<file path="src/rtl/fir_seq_ctrl_if.sv">
// ---------------------------------------------------------------------------
// fir_seq_ctrl_if
//   Bundles the configuration, sample and datapath-control signals of the FIR
//   sequencer so the controller and its neighbours connect through one port.
//
//   Handshake (sample path): a sample transfers in any cycle where
//   sampleValid and sampleReady are both high at the rising clock edge.
//   The source holds sampleData stable while sampleValid is high and the
//   transfer has not yet happened. sampleReady never depends on sampleValid.
//
//   Modports
//     master : sample/config source side (drives cfg*, start, stop, sample*)
//     slave  : the controller (drives cfgErr, sampleReady, shift*, coefs,
//              accelerateEn, busy)
// ---------------------------------------------------------------------------
interface fir_seq_ctrl_if #(
  parameter int DATA_WIDTH = 16,
  parameter int NUM_REGS   = 4,
  parameter int ADDR_WIDTH = (NUM_REGS > 1) ? $clog2(NUM_REGS) : 1
);
  // configuration port
  logic                  cfgWe;
  logic [ADDR_WIDTH-1:0] cfgAddr;
  logic [DATA_WIDTH-1:0] cfgData;
  logic                  cfgErr;

  // run control
  logic                  start;
  logic                  stop;

  // sample stream
  logic                  sampleValid;
  logic [DATA_WIDTH-1:0] sampleData;
  logic                  sampleReady;

  // datapath control
  logic                  shiftEn;
  logic [DATA_WIDTH-1:0] shiftData;
  logic                  shiftClr;
  logic [DATA_WIDTH-1:0] coefs [NUM_REGS];
  logic                  accelerateEn;
  logic                  busy;

  modport master (
    output cfgWe, cfgAddr, cfgData, start, stop, sampleValid, sampleData,
    input  cfgErr, sampleReady, shiftEn, shiftData, shiftClr, coefs,
           accelerateEn, busy
  );

  modport slave (
    input  cfgWe, cfgAddr, cfgData, start, stop, sampleValid, sampleData,
    output cfgErr, sampleReady, shiftEn, shiftData, shiftClr, coefs,
           accelerateEn, busy
  );
endinterface

</file>
<file path="src/rtl/fir_seq_ctrl.sv">
// ---------------------------------------------------------------------------
// fir_seq_ctrl
//   Sequencer and configuration front-end for the FIR datapath. Holds the
//   coefficient bank, admits samples through a valid/ready handshake, clears
//   the delay line when filtering is armed, and withholds accelerateEn until
//   the delay line holds NUM_REGS fresh samples.
//
//   Ports
//     clk        : single clock, all state on posedge
//     rst        : synchronous reset, active-high
//     bus        : fir_seq_ctrl_if.slave (config, run control, samples,
//                  datapath control outputs)
//     dbg_state  : current FSM state (IDLE=0, FLUSH=1, WARMUP=2, RUN=3)
//
//   bus parameters must match DATA_WIDTH / NUM_REGS / ADDR_WIDTH here.
//   Only shiftEn and shiftData are combinational; every other output comes
//   from a register or from the state register alone.
// ---------------------------------------------------------------------------
module fir_seq_ctrl #(
  parameter int DATA_WIDTH = 16,
  parameter int NUM_REGS   = 4,
  parameter int ADDR_WIDTH = (NUM_REGS > 1) ? $clog2(NUM_REGS) : 1
) (
  input  logic                clk,
  input  logic                rst,
  fir_seq_ctrl_if.slave       bus,
  output logic [1:0]          dbg_state
);

  typedef enum logic [1:0] {
    IDLE   = 2'd0,
    FLUSH  = 2'd1,
    WARMUP = 2'd2,
    RUN    = 2'd3
  } state_t;

  // Fill counter counts up to NUM_REGS and then stays put; one extra bit
  // over the address width so it can represent NUM_REGS itself.
  localparam int                CNT_W     = $clog2(NUM_REGS + 1);
  localparam logic [CNT_W-1:0]  LAST_FILL = CNT_W'(NUM_REGS - 1);

  state_t                  state_q, state_d;
  logic [CNT_W-1:0]        fill_q, fill_d;
  logic [DATA_WIDTH-1:0]   coef_q [NUM_REGS];
  logic                    accel_q;
  logic                    cfg_err_q;

  logic                    ready;
  logic                    accept;
  logic                    fire;
  logic                    cfg_ok;

  // -------------------------------------------------------------------------
  // Handshake: ready comes from state only, so a source may legally wait for
  // ready before raising valid without creating a loop.
  // -------------------------------------------------------------------------
  always_comb begin
    ready  = (state_q == WARMUP) || (state_q == RUN);
    accept = bus.sampleValid && ready;
  end

  // Coefficient writes land only in IDLE and only for existing taps.
  always_comb begin
    cfg_ok = bus.cfgWe && (state_q == IDLE) && (32'(bus.cfgAddr) < NUM_REGS);
  end

  // -------------------------------------------------------------------------
  // Next-state logic
  //   stop outranks start and outranks firing: a sample taken in the same
  //   cycle as stop still reaches the delay line but produces no result.
  // -------------------------------------------------------------------------
  always_comb begin
    state_d = state_q;
    fill_d  = fill_q;
    fire    = 1'b0;
    case (state_q)
      IDLE: begin
        if (bus.start && !bus.stop) state_d = FLUSH;
      end
      FLUSH: begin
        fill_d  = '0;
        state_d = bus.stop ? IDLE : WARMUP;
      end
      WARMUP: begin
        if (bus.stop) begin
          state_d = IDLE;
        end else if (accept) begin
          fill_d = fill_q + 1'b1;
          // The sample that completes the delay line is already a valid
          // output sample, so it fires immediately.
          if (fill_q == LAST_FILL) begin
            state_d = RUN;
            fire    = 1'b1;
          end
        end
      end
      RUN: begin
        if (bus.stop) state_d = IDLE;
        else          fire    = accept;
      end
      default: state_d = IDLE;
    endcase
  end

  // -------------------------------------------------------------------------
  // State, counters, coefficient bank and registered pulses
  // -------------------------------------------------------------------------
  always_ff @(posedge clk) begin
    if (rst) begin
      state_q   <= IDLE;
      fill_q    <= '0;
      accel_q   <= 1'b0;
      cfg_err_q <= 1'b0;
      for (int i = 0; i < NUM_REGS; i++) coef_q[i] <= '0;
    end else begin
      state_q   <= state_d;
      fill_q    <= fill_d;
      accel_q   <= fire;
      cfg_err_q <= bus.cfgWe && !cfg_ok;
      if (cfg_ok) coef_q[bus.cfgAddr] <= bus.cfgData;
    end
  end

  // -------------------------------------------------------------------------
  // Outputs
  // -------------------------------------------------------------------------
  assign bus.sampleReady  = ready;
  assign bus.shiftEn      = accept;
  assign bus.shiftData    = bus.sampleData;
  assign bus.shiftClr     = (state_q == FLUSH);
  assign bus.coefs        = coef_q;
  assign bus.accelerateEn = accel_q;
  assign bus.busy         = (state_q != IDLE);
  assign bus.cfgErr       = cfg_err_q;
  assign dbg_state        = state_q;

endmodule

</file>
<file path="src/flat_wrapper.sv">
// flat-port wrapper written by rule: the top's interface ports become plain ports
module fir_seq_ctrl_flat 
#(
  parameter int DATA_WIDTH = 16,
  parameter int NUM_REGS   = 4,
  parameter int ADDR_WIDTH = (NUM_REGS > 1) ? $clog2(NUM_REGS) : 1
)
  (clk, rst, dbg_state, bus_cfgWe, bus_cfgAddr, bus_cfgData, bus_start, bus_stop, bus_sampleValid, bus_sampleData, bus_cfgErr, bus_sampleReady, bus_shiftEn, bus_shiftData, bus_shiftClr, bus_coefs, bus_accelerateEn, bus_busy);
  fir_seq_ctrl_if #(.DATA_WIDTH(DATA_WIDTH), .NUM_REGS(NUM_REGS), .ADDR_WIDTH(ADDR_WIDTH)) bus_i ();
  input  logic clk;
  input  logic rst;
  output logic [1:0] dbg_state;
  input wire logic [$bits(bus_i.cfgWe)-1:0] bus_cfgWe;
  input wire logic [$bits(bus_i.cfgAddr)-1:0] bus_cfgAddr;
  input wire logic [$bits(bus_i.cfgData)-1:0] bus_cfgData;
  input wire logic [$bits(bus_i.start)-1:0] bus_start;
  input wire logic [$bits(bus_i.stop)-1:0] bus_stop;
  input wire logic [$bits(bus_i.sampleValid)-1:0] bus_sampleValid;
  input wire logic [$bits(bus_i.sampleData)-1:0] bus_sampleData;
  output wire logic [$bits(bus_i.cfgErr)-1:0] bus_cfgErr;
  output wire logic [$bits(bus_i.sampleReady)-1:0] bus_sampleReady;
  output wire logic [$bits(bus_i.shiftEn)-1:0] bus_shiftEn;
  output wire logic [$bits(bus_i.shiftData)-1:0] bus_shiftData;
  output wire logic [$bits(bus_i.shiftClr)-1:0] bus_shiftClr;
  output wire logic [$bits(bus_i.coefs)-1:0] bus_coefs;
  output wire logic [$bits(bus_i.accelerateEn)-1:0] bus_accelerateEn;
  output wire logic [$bits(bus_i.busy)-1:0] bus_busy;
  assign bus_i.cfgWe = bus_cfgWe;
  assign bus_i.cfgAddr = bus_cfgAddr;
  assign bus_i.cfgData = bus_cfgData;
  assign bus_i.start = bus_start;
  assign bus_i.stop = bus_stop;
  assign bus_i.sampleValid = bus_sampleValid;
  assign bus_i.sampleData = bus_sampleData;
  assign bus_cfgErr = bus_i.cfgErr;
  assign bus_sampleReady = bus_i.sampleReady;
  assign bus_shiftEn = bus_i.shiftEn;
  assign bus_shiftData = bus_i.shiftData;
  assign bus_shiftClr = bus_i.shiftClr;
  assign bus_coefs = {>>{bus_i.coefs}};
  assign bus_accelerateEn = bus_i.accelerateEn;
  assign bus_busy = bus_i.busy;
  fir_seq_ctrl #(.DATA_WIDTH(DATA_WIDTH), .NUM_REGS(NUM_REGS), .ADDR_WIDTH(ADDR_WIDTH)) u_core (.clk(clk), .rst(rst), .bus(bus_i), .dbg_state(dbg_state));
endmodule
</file>
<file path="config.mk">
export PLATFORM = sky130hd
export DESIGN_NAME = fir_seq_ctrl_flat
export DESIGN_NICKNAME = d
export VERILOG_FILES = /design/src/rtl/fir_seq_ctrl_if.sv /design/src/rtl/fir_seq_ctrl.sv /design/src/flat_wrapper.sv
export SDC_FILE = /design/constraint.sdc
export NUM_CORES = 1
export LEC_CHECK = 0
export CAP_MARGIN = 5
export CORE_ASPECT_RATIO = 1.25
export CORE_MARGIN = 2
export CORE_UTILIZATION = 41
export CTS_CLUSTER_SIZE = 8
export DETAILED_ROUTE_END_ITERATION = 10
export GPL_TIMING_DRIVEN = 0
export PLACE_DENSITY = 0.83
export SLEW_MARGIN = 20
export SYNTH_ARGS = -nofsm -noshare
export SYNTH_HDL_FRONTEND = slang
export SYNTH_SLANG_ARGS = --single-unit
</file>
<file path="constraint.sdc">
create_clock -name clk -period 2.2 [get_ports clk]
set_input_delay 0.22 -clock clk [delete_from_list [all_inputs] [get_ports clk]]
set_output_delay 0.22 -clock clk [all_outputs]
set_load 0.01 [all_outputs]
</file>
### Where the registers sit

Scale: 4 px per µm.
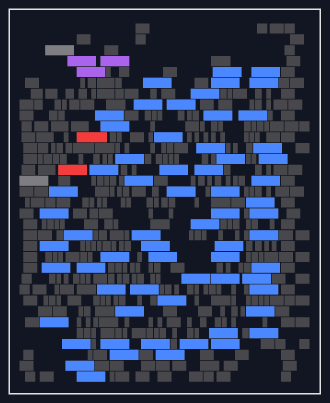
| color | name in the netlist | flops |
|---|---|---|
| red | u_core.dbg_state | 2 |
| blue | u_core.bus.coefs | 64 |
| purple | u_core.fill_q | 3 |
flop share of the area: 34.5%
Flop area: 0.00142 mm²
Final Core Density: 63.2%

### Signal wires on met3

Scale: 3 px per µm. Cells faint in the background.
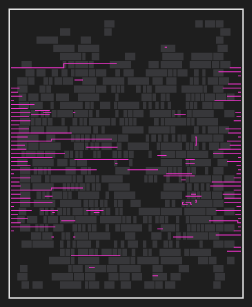
main direction: horizontal
share of all routed wire: 8.2%
wire length on this layer: 625 µm
nets with wire on the layer: 97

### Drive-strength map

Scale: 4 px per µm.
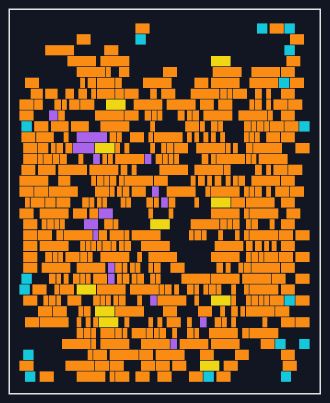
| color | size | cells | share |
|---|---|---|---|
| orange | drive 1 or less | 429 | 91% |
| yellow | drive 6 and up | 10 | 2.1% |
| purple | drive 2 | 15 | 3.2% |
| cyan | drive 3 to 4 | 16 | 3.4% |

==> impl_metrics.tcl <==
# flow metrics
set metrics [dict create \
    path_buffers 2 \
    ir_drop_mv 0.320 \
    postCtsSetupBuffers 0 \
    fin_crit_ns 2.10 \
    warnings 30 \
    logic_family "simple AND/OR/NAND/NOR gates" \
    startpoint "u_core.dbg_state[0]$_SDFFE_PP0P_" \
    routed_wl_um 7660 \
    power_w 0.00263 \
    cp.arrival_ns 1.88 \
    firstDrtPassIters 4 \
    whs_path_depth 2 \
    drive_gt1_share_pct 8.72 \
    die_w_um 77.4 \
    ant_nets 0 \
    final_area_mm2 0.00413 \
    logic_area_mm2 0.00112 \
    diodes 0 \
    dr.first_iter.drc_count 113 \
    dp_cells 544 \
    simple_gate_share_pct 22.7 \
    clk_latency_ns 0.34 \
    rr_endpoint "u_core.bus.coefs[58]$_SDFFE_PP0P_" \
    dpl-instance-area_mm2 0.00397 \
    synth.most_common_cell "nand2_1" \
    yosys.area.top_type "dfxtp_1" \
    synth.avg_cell_area_um2 7.95 \
    worst_path_largest_cell_delay_ns 0.49 \
    yosysUniqueCellTypes 27 \
    critical_path.startpoint_type "flop" \
    p_sw_w 0.000666 \
    ys_warn_count 0 \
    grt-ovfl-total 0 \
    dp_worst_setup_slack_ns 0.180 \
    async_reset_ff_share_pct 0 \
    ys_sh_xor_pct 0 \
    hp-class "flop to flop" \
    wl_per_cell_um 13.7 \
    worstMarginPinSlew_ns 0.588 \
    grt_max_degree 11 \
    path_cells "inv_1 -> ha_2 -> or2_2 -> clkdlybuf4s50_1" \
    path_delay_family "buffers and inverters" \
    power_leader "registers" \
    design.core.area_mm2 0.00652 \
    cts.sink_count 71 \
    netSwitchingFraction_pct 25.3 \
    clock.fmax_mhz 477 \
    drc_errors 0 \
    r2r_start "u_core.dbg_state[0]$_SDFFE_PP0P_" \
    power_density_mw_per_mm2 638 \
    cts-root-buf "clkbuf_8" \
    syn_to_final_growth_pct 49.5 \
    yosysCellCount 347 \
    worstPathRequired_ns 1.98 \
    track_usage_pct 21.2 \
    nNetsFinal 515 \
    min_from "u_core.bus.coefs[10]$_SDFFE_PP0P_" \
    lay_top_count "nand2_1" \
    seqPwrFrac_pct 51.6 \
    synth_compound_gate_area_share_pct 13.6 \
    finalCritPeriodShare_pct 95.3 \
    synth-main-ff-cell "dfxtp_1" \
    worstSetupPathType "flop to output port" \
    grt_pass1_vias 2511 \
    max-slew-margin-rel_pct 60.4 \
    finalSetupViolations 0 \
    run_status "finished clean" \
    setup.worst_path.end "bus_sampleReady" \
    final_hold_viol_count 0 \
]
==> sequential cells by signal, indices dropped and copies added, names as in the netlist <==
register	cells
u_core.bus.accelerateEn	1
u_core.fill_q	3
u_core.dbg_state	2
u_core.bus.cfgErr	1
u_core.bus.coefs	64
==> area by class of cell <==
cell class / count / area share [%]
flip-flops and latches: 71 / 34.5
multi-input cells: 235 / 27.1
repair buffers: 110 / 26.7
plain buffers: 35 / 4.85
clock buffers: 11 / 3.43
well taps: 87 / 2.64
inverters: 6 / 0.546
clock inverters: 2 / 0.243
==> routing by layer <==
layer	up-vias	part of all wire, %	routed length (µm)	track usage, %
met3	20	8.2	625	6.10
met2	131	51	3940	37.9
met1	1226	37	2870	22.2
li1	1339	-	-	-
met5	-	0	0	0
met4	0	3.0	229	12.5
